**config.mk**
```make
export PLATFORM = sky130hd
export DESIGN_NAME = seg7_scan_mux_flat
export DESIGN_NICKNAME = d
export VERILOG_FILES = /design/src/rtl/seg7_scan_pkg.sv /design/src/rtl/seg7_scan_mux_if.sv /design/src/rtl/seg7_scan_timer.sv /design/src/rtl/seg7_scan_mux.sv /design/src/flat_wrapper.sv
export SDC_FILE = /design/constraint.sdc
export NUM_CORES = 1
export LEC_CHECK = 0
export CORE_MARGIN = 3
export CORE_UTILIZATION = 41
export CTS_CLUSTER_DIAMETER = 40
export CTS_CLUSTER_SIZE = 28
export DETAILED_ROUTE_END_ITERATION = 8
export PLACE_DENSITY_LB_ADDON = 0.12
export REMOVE_ABC_BUFFERS = 1
export SETUP_SLACK_MARGIN = 0.4
export SYNTH_ARGS = -nofsm -noshare
export SYNTH_HDL_FRONTEND = slang
export SYNTH_HIERARCHICAL = 1
export SYNTH_SLANG_ARGS = --single-unit
export TNS_END_PERCENT = 1
```
**constraint.sdc**
```tcl
create_clock -name clk -period 3.8 [get_ports clk]
set_input_delay 0.76 -clock clk [delete_from_list [all_inputs] [get_ports clk]]
set_output_delay 0.76 -clock clk [all_outputs]
set_load 0.01 [all_outputs]
```
**src/rtl/seg7_scan_pkg.sv**
```systemverilog
// Shared types and constants for the two-digit scanned 7-segment driver.
package seg7_scan_pkg;

    typedef enum logic [1:0] {
        SHOW0  = 2'd0,
        BLANK0 = 2'd1,
        SHOW1  = 2'd2,
        BLANK1 = 2'd3
    } state_e;

    localparam logic [6:0] SEG_BLANK = 7'h7F;
    localparam logic [1:0] AN_OFF    = 2'b11;
    localparam logic [1:0] AN_D0     = 2'b10;
    localparam logic [1:0] AN_D1     = 2'b01;

    // Number of lit cycles at the start of a SHOW state for a given brightness.
    function automatic logic [31:0] dim_limit(input logic [1:0] bright, input logic [31:0] div);
        return ((32'(bright) + 32'd1) * div) >> 2;
    endfunction

endpackage

```
**src/rtl/seg7_scan_mux_if.sv**
```systemverilog
// Digit inputs and scanned display outputs of seg7_scan_mux; BRIGHT exists only
// when SEG7_SCAN_DIM_EN is defined.
interface seg7_scan_mux_if;
    import seg7_scan_pkg::*;

    // No handshake: inputs are level-sampled every clock, outputs are registered
    // and valid on every cycle.
    logic       en;
    logic [6:0] HEX0;
    logic [6:0] HEX1;
    logic [6:0] SEG;
    logic [1:0] AN;
    logic       FRAME_TICK;
    state_e     dbg_state;

`ifdef SEG7_SCAN_DIM_EN
    logic [1:0] BRIGHT;

    modport master (
        output en, HEX0, HEX1, BRIGHT,
        input  SEG, AN, FRAME_TICK, dbg_state
    );
    modport slave (
        input  en, HEX0, HEX1, BRIGHT,
        output SEG, AN, FRAME_TICK, dbg_state
    );
`else
    modport master (
        output en, HEX0, HEX1,
        input  SEG, AN, FRAME_TICK, dbg_state
    );
    modport slave (
        input  en, HEX0, HEX1,
        output SEG, AN, FRAME_TICK, dbg_state
    );
`endif

endinterface

```
**src/rtl/seg7_scan_timer.sv**
```systemverilog
// Per-state cycle counter: counts up from zero and flags the terminal count;
// cleared whenever the owner changes state.
module seg7_scan_timer #(
    parameter int CNT_W = 16
) (
    input  logic             clk,
    input  logic             reset,
    input  logic             clear_i,
    input  logic [CNT_W-1:0] limit_i,
    output logic [CNT_W-1:0] cnt_o,
    output logic             done_o
);

    logic [CNT_W-1:0] cnt_q;
    logic [CNT_W-1:0] cnt_d;

    always_comb begin
        cnt_d = clear_i ? '0 : cnt_q + CNT_W'(1);
    end

    always_ff @(posedge clk or negedge reset) begin
        if (!reset) begin
            cnt_q <= '0;
        end else begin
            cnt_q <= cnt_d;
        end
    end

    assign cnt_o  = cnt_q;
    assign done_o = (cnt_q == limit_i);

endmodule

```
**src/rtl/seg7_scan_mux.sv**
```systemverilog
// Scans two 7-segment digits onto one bus with blanking gaps and per-frame input
// capture. Define SEG7_SCAN_DIM_EN to add the BRIGHT duty-cycle dimming input.
module seg7_scan_mux
    import seg7_scan_pkg::*;
#(
    parameter int REFRESH_DIV  = 50000,
    parameter int BLANK_CYCLES = 16
) (
    input  logic            clk,
    input  logic            reset,
    seg7_scan_mux_if.slave  bus
);

    localparam int CNT_MAX = (REFRESH_DIV > BLANK_CYCLES) ? REFRESH_DIV : BLANK_CYCLES;
    localparam int CNT_W   = $clog2(CNT_MAX);
    localparam logic [CNT_W-1:0] LIM_SHOW  = CNT_W'(REFRESH_DIV - 1);
    localparam logic [CNT_W-1:0] LIM_BLANK = CNT_W'(BLANK_CYCLES - 1);

    state_e           state_q;
    logic [6:0]       shadow0_q;
    logic [6:0]       shadow1_q;
    logic [6:0]       seg_q;
    logic [1:0]       an_q;
    logic             tick_q;
    logic [CNT_W-1:0] cnt;
    logic [CNT_W-1:0] limit;
    logic             done;
    logic             clear;
    logic             lit;
    logic [31:0]      duty_lim;
`ifdef SEG7_SCAN_DIM_EN
    logic [1:0]       bright_q;
`endif

    always_comb begin
        limit = (state_q == SHOW0 || state_q == SHOW1) ? LIM_SHOW : LIM_BLANK;
    end

    // Disable forces the counter back to zero so BLANK1 restarts a full gap.
    assign clear = !bus.en || done;

    // Lit decision looks at the count the next cycle will carry; full duty
    // makes the compare always true while staying in a SHOW state.
    always_comb begin
`ifdef SEG7_SCAN_DIM_EN
        duty_lim = dim_limit(bright_q, 32'(REFRESH_DIV));
`else
        duty_lim = 32'(REFRESH_DIV);
`endif
        lit = ((32'(cnt) + 32'd1) < duty_lim);
    end

    seg7_scan_timer #(
        .CNT_W (CNT_W)
    ) u_timer (
        .clk     (clk),
        .reset   (reset),
        .clear_i (clear),
        .limit_i (limit),
        .cnt_o   (cnt),
        .done_o  (done)
    );

    always_ff @(posedge clk or negedge reset) begin
        if (!reset) begin
            state_q   <= BLANK1;
            shadow0_q <= SEG_BLANK;
            shadow1_q <= SEG_BLANK;
            seg_q     <= SEG_BLANK;
            an_q      <= AN_OFF;
            tick_q    <= 1'b0;
`ifdef SEG7_SCAN_DIM_EN
            bright_q  <= 2'd3;
`endif
        end else begin
            tick_q <= 1'b0;
            seg_q  <= SEG_BLANK;
            an_q   <= AN_OFF;
            if (!bus.en) begin
                state_q <= BLANK1;
            end else begin
                unique case (state_q)
                    SHOW0: begin
                        if (done) begin
                            state_q <= BLANK0;
                        end else if (lit) begin
                            seg_q <= shadow0_q;
                            an_q  <= AN_D0;
                        end
                    end
                    BLANK0: begin
                        if (done) begin
                            state_q <= SHOW1;
                            seg_q   <= shadow1_q;
                            an_q    <= AN_D1;
                        end
                    end
                    SHOW1: begin
                        if (done) begin
                            state_q <= BLANK1;
                        end else if (lit) begin
                            seg_q <= shadow1_q;
                            an_q  <= AN_D1;
                        end
                    end
                    BLANK1: begin
                        if (done) begin
                            state_q   <= SHOW0;
                            shadow0_q <= bus.HEX0;
                            shadow1_q <= bus.HEX1;
`ifdef SEG7_SCAN_DIM_EN
                            bright_q  <= bus.BRIGHT;
`endif
                            seg_q     <= bus.HEX0;
                            an_q      <= AN_D0;
                            tick_q    <= 1'b1;
                        end
                    end
                    default: state_q <= BLANK1;
                endcase
            end
        end
    end

    assign bus.SEG        = seg_q;
    assign bus.AN         = an_q;
    assign bus.FRAME_TICK = tick_q;
    assign bus.dbg_state  = state_q;

endmodule

```
**src/flat_wrapper.sv**
```systemverilog
// flat-port wrapper written by rule: the top's interface ports become plain ports
module seg7_scan_mux_flat import seg7_scan_pkg::*;
#(
    parameter int REFRESH_DIV  = 50000,
    parameter int BLANK_CYCLES = 16
)
  (clk, reset, bus_en, bus_HEX0, bus_HEX1, bus_SEG, bus_AN, bus_FRAME_TICK, bus_dbg_state);
  seg7_scan_mux_if bus_i ();
  input  logic clk;
  input  logic reset;
  input wire logic [$bits(bus_i.en)-1:0] bus_en;
  input wire logic [$bits(bus_i.HEX0)-1:0] bus_HEX0;
  input wire logic [$bits(bus_i.HEX1)-1:0] bus_HEX1;
  output wire logic [$bits(bus_i.SEG)-1:0] bus_SEG;
  output wire logic [$bits(bus_i.AN)-1:0] bus_AN;
  output wire logic [$bits(bus_i.FRAME_TICK)-1:0] bus_FRAME_TICK;
  output wire logic [$bits(bus_i.dbg_state)-1:0] bus_dbg_state;
  assign bus_i.en = bus_en;
  assign bus_i.HEX0 = bus_HEX0;
  assign bus_i.HEX1 = bus_HEX1;
  assign bus_SEG = bus_i.SEG;
  assign bus_AN = bus_i.AN;
  assign bus_FRAME_TICK = bus_i.FRAME_TICK;
  assign bus_dbg_state = bus_i.dbg_state;
  seg7_scan_mux #(.REFRESH_DIV(REFRESH_DIV), .BLANK_CYCLES(BLANK_CYCLES)) u_core (.clk(clk), .reset(reset), .bus(bus_i));
endmodule
```
==> results.txt <==
run metrics: post-detailed-route DRC marker count=0, achievable clock frequency=approximately 330 MHz, count of different cell masters after synthesis=36, post-synthesis instance total=approximately 230, layout cell share with drive strength beyond 1=0.231, clk sinks=~42, count of fill cells added during filler insertion=approximately 500, Pwr Total=between 1 and 1.5 mW, power attributed to combinational cells=about 0.33 mW, Post-synth ARST share=1.00, count of H-tree levels built during CTS=2, area overhead of the layout relative to synthesis=18.6%, CTS Buf Count=5, top cells, area=sky130_fd_sc_hd__dfstp_2, sky130_fd_sc_hd__dfrtp_1, sky130_fd_sc_hd__mux2_2, sky130_fd_sc_hd__xnor2_1, sky130_fd_sc_hd__o21ai_0, start point of the worst hold path=u_core/bus.dbg_state[1]$_DFFE_PN1P_, maximum fanout along the worst path=17, P_leak=1.12 nW, mux contribution to synthesized area=0.0813, Worst Hold End=u_core/bus.dbg_state[1]$_DFFE_PN1P_, critical path arrival=about 3.3 ns, Bufs on Longest Clock Path=2, max-cap check violation count=0, Int Pwr=~0.84 mW, final max-slew violation count=0, type of element capturing the critical path=flip-flop, Dominant cell area share=0.279, post-synthesis sequential area ratio=0.460, vias in the first global route=1,678, Combinational Power Share=0.278, Cells after DPL=approximately 330, final design area excluding fillers=0.00279 sq mm, slowest CP cell=sky130_fd_sc_hd__dfstp_2, Setup CP Type=reg2reg, number of warnings reported in the yosys synthesis log=6, Final setup viols=0, TritonCTS clock tree=done, switching power summed over all nets=0.359 mW, result of the run=finished, final reports clean, post-route setup TNS=0 ns, Final period util=0.806, average wire length per cell after detail routing=14.1 microns
==> state kept, by name (all words and copies together), names as in the netlist <==
signal                 count
u_core/bus.dbg_state       2
u_core/shadow0_q           7
u_core/u_timer/cnt_o      16
u_core/bus.AN              2
u_core/bus.FRAME_TICK      1
u_core/bus.SEG             7
u_core/shadow1_q           7
==> area by class of cell <==
cell class,count,area share
Multi-Input combinational cell,174,0.425
Tap cell,70,0.0314
Sequential cell,42,0.388
Timing Repair Buffer,30,0.104
Inverter,10,0.0134
Clock inverter,2,0.00493
Clock buffer,6,0.0336
==> layer usage <==
layer,part of all wire,global-route usage,vias up
met3,0.042,0.0340,5
li1,-,-,871
met1,0.50,0.231,879
met4,0.0095,0.0399,0
met2,0.44,0.226,36
met5,0,0,-
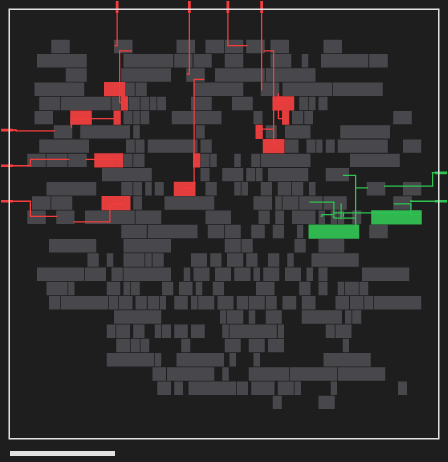
Figure 1: I/O nets highlighted.
Bar = 20 microns.
[red] bus_HEX0 | bits: 7 | direction: input | end cells: 14 | wire: 173 microns
[green] bus_dbg_state | bits: 2 | direction: output | end cells: 2 | wire: 72.2 microns
tally of buffers added on design ports: 28
IO Pins: 29

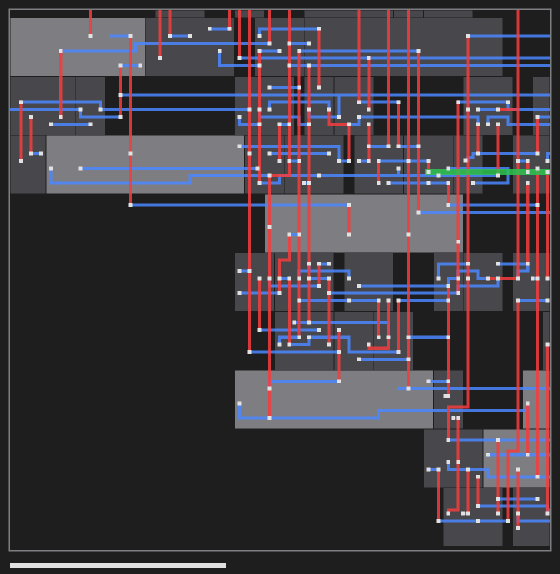
Figure 2: close-up of the layout.
Bar = 10 microns. Window x 8 to 33, y 8 to 33 microns. Cells in grey, sequential cells in the stronger grey; small squares are vias.
[blue] met1
[red] met2
[green] met3
sequential cells in the window: 4
cells with their middle in the window: 33
netlist names of flops here include: u_core/u_timer/cnt_o (4)

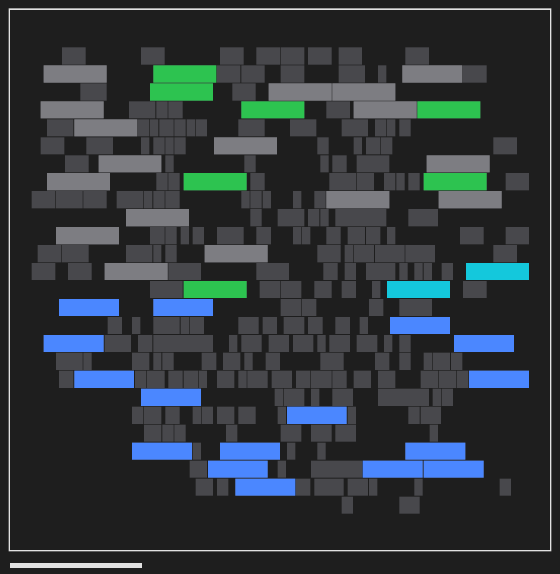
Figure 3: where the registers sit.
Bar = 20 microns. Other sequential cells in the stronger grey, the rest of the logic in the fainter grey.
[blue] u_core/u_timer/cnt_o | placed flops: 16
[green] u_core/bus.SEG | placed flops: 7
[cyan] u_core/bus.dbg_state | placed flops: 2
not coloured: 17
sequential-cell power consumption: 0.534 mW
final core occ: 0.523
register share of the cell area: 0.388
Sequential cell area: 0.00108 sq mm

Power and IR drop assume default switching activity.
